### Routed metal, one color a layer

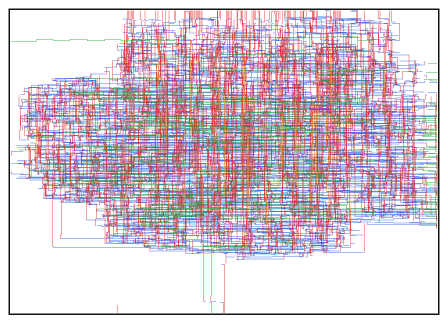
### Zoomed window

Region (149, 52) to (189, 92) um. Cells in gray, sequential cells in the stronger gray; small squares are vias.
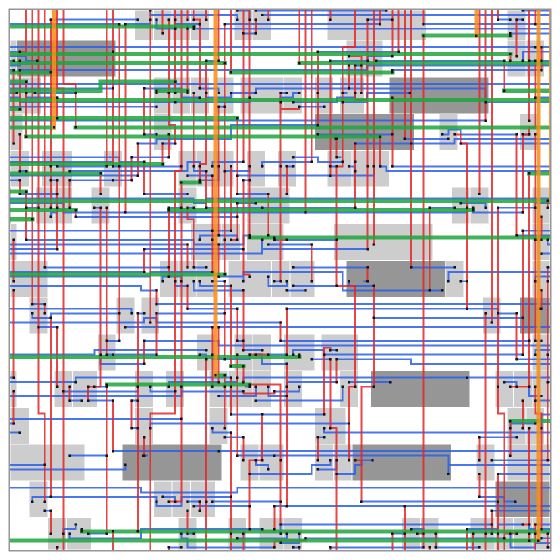
### M3 wires

The bar under the picture is 100 um long.
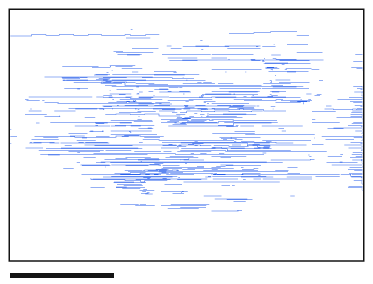
==> config.mk <==
export PLATFORM = sky130hd
export DESIGN_NAME = csr_trap_unit
export DESIGN_NICKNAME = d
export VERILOG_FILES = /design/src/rtl/csr_trap_unit_pkg.sv /design/src/rtl/csr_trap_unit_counter64.sv /design/src/rtl/csr_trap_unit.sv
export SDC_FILE = /design/constraint.sdc
export NUM_CORES = 1
export LEC_CHECK = 0
export ABC_AREA = 1
export CAP_MARGIN = 20
export CORE_ASPECT_RATIO = 0.7
export CORE_MARGIN = 5
export CORE_UTILIZATION = 25
export CTS_BUF_LIST = sky130_fd_sc_hd__clkbuf_4 sky130_fd_sc_hd__clkbuf_8 sky130_fd_sc_hd__clkbuf_16
export DETAILED_ROUTE_END_ITERATION = 12
export PLACE_DENSITY_LB_ADDON = 0.2
export SLEW_MARGIN = 10
export SYNTH_ARGS = -nofsm -noshare
export SYNTH_HDL_FRONTEND = slang
export SYNTH_HIERARCHICAL = 1
export SYNTH_SLANG_ARGS = --single-unit
==> constraint.sdc <==
create_clock -name clock -period 4.5 [get_ports clock]
set_input_delay 1.125 -clock clock [delete_from_list [all_inputs] [get_ports clock]]
set_output_delay 1.125 -clock clock [all_outputs]
set_load 0.01 [all_outputs]
==> qor.txt <==
Failing checks = slew limit
XOR/XNOR Area Share = 2.18%
Worst path required time = 5.01 ns
I/O pin count = 184
Buf/Inv on CP = 4
Combinational share of power = 10.9%
Reg area = 5750 um^2
Tap Cells = 989
Reg2Reg Depth = 14
Post-DP HPWL = 75900 um
Final Hold Vio Count = 0
Status = complete, but fails checks
Combinational gate area = 11600 um^2
Pwr dens = 264 nW/um^2
Critical path depth in cells = 20
Leading area contributor after synthesis = dfxtp_1
CTS H-tree depth = 2
Slowest-stage cell, CP = clkdlybuf4s50_1
Met2 Resource Use GR = 31.6%
Top-count cell post-synth = nand2_1
Final setup TNS = 0 ns
Layout Nets = 3522
Number of cells in Yosys stat = 3216
Slew Viols, Final = 30
Mi-comb count = 2545
-- 'Routed metal, one color a layer' (at the start) --
purple -> met5  # wire length 13.8 um
blue -> met1  # wire length 47.6 mm
green -> met3  # wire length 12000 um
orange -> met4  # wire length 2160 um
red -> met2  # wire length 38.4 mm
Total GRT Usage: 23.5%
Routed WL: 100000 um
routed length per instance: 22.7 um
via count: 22400

-- 'Zoomed window' (at the start) --
orange -> met4
blue -> met1
red -> met2
green -> met3
sequential cells in the window = 8
cells with their middle in the window = 112
most frequent = nand2_1 (53), nor2_1 (24)

-- 'M3 wires' (at the start) --
main direction = horizontal
share of all routed wire = 12%
wire length on this layer = 12000 um
nets with wire on the layer = 388
met3 Use GR: 6.42%

Power is estimated from default activity; no workload was simulated.
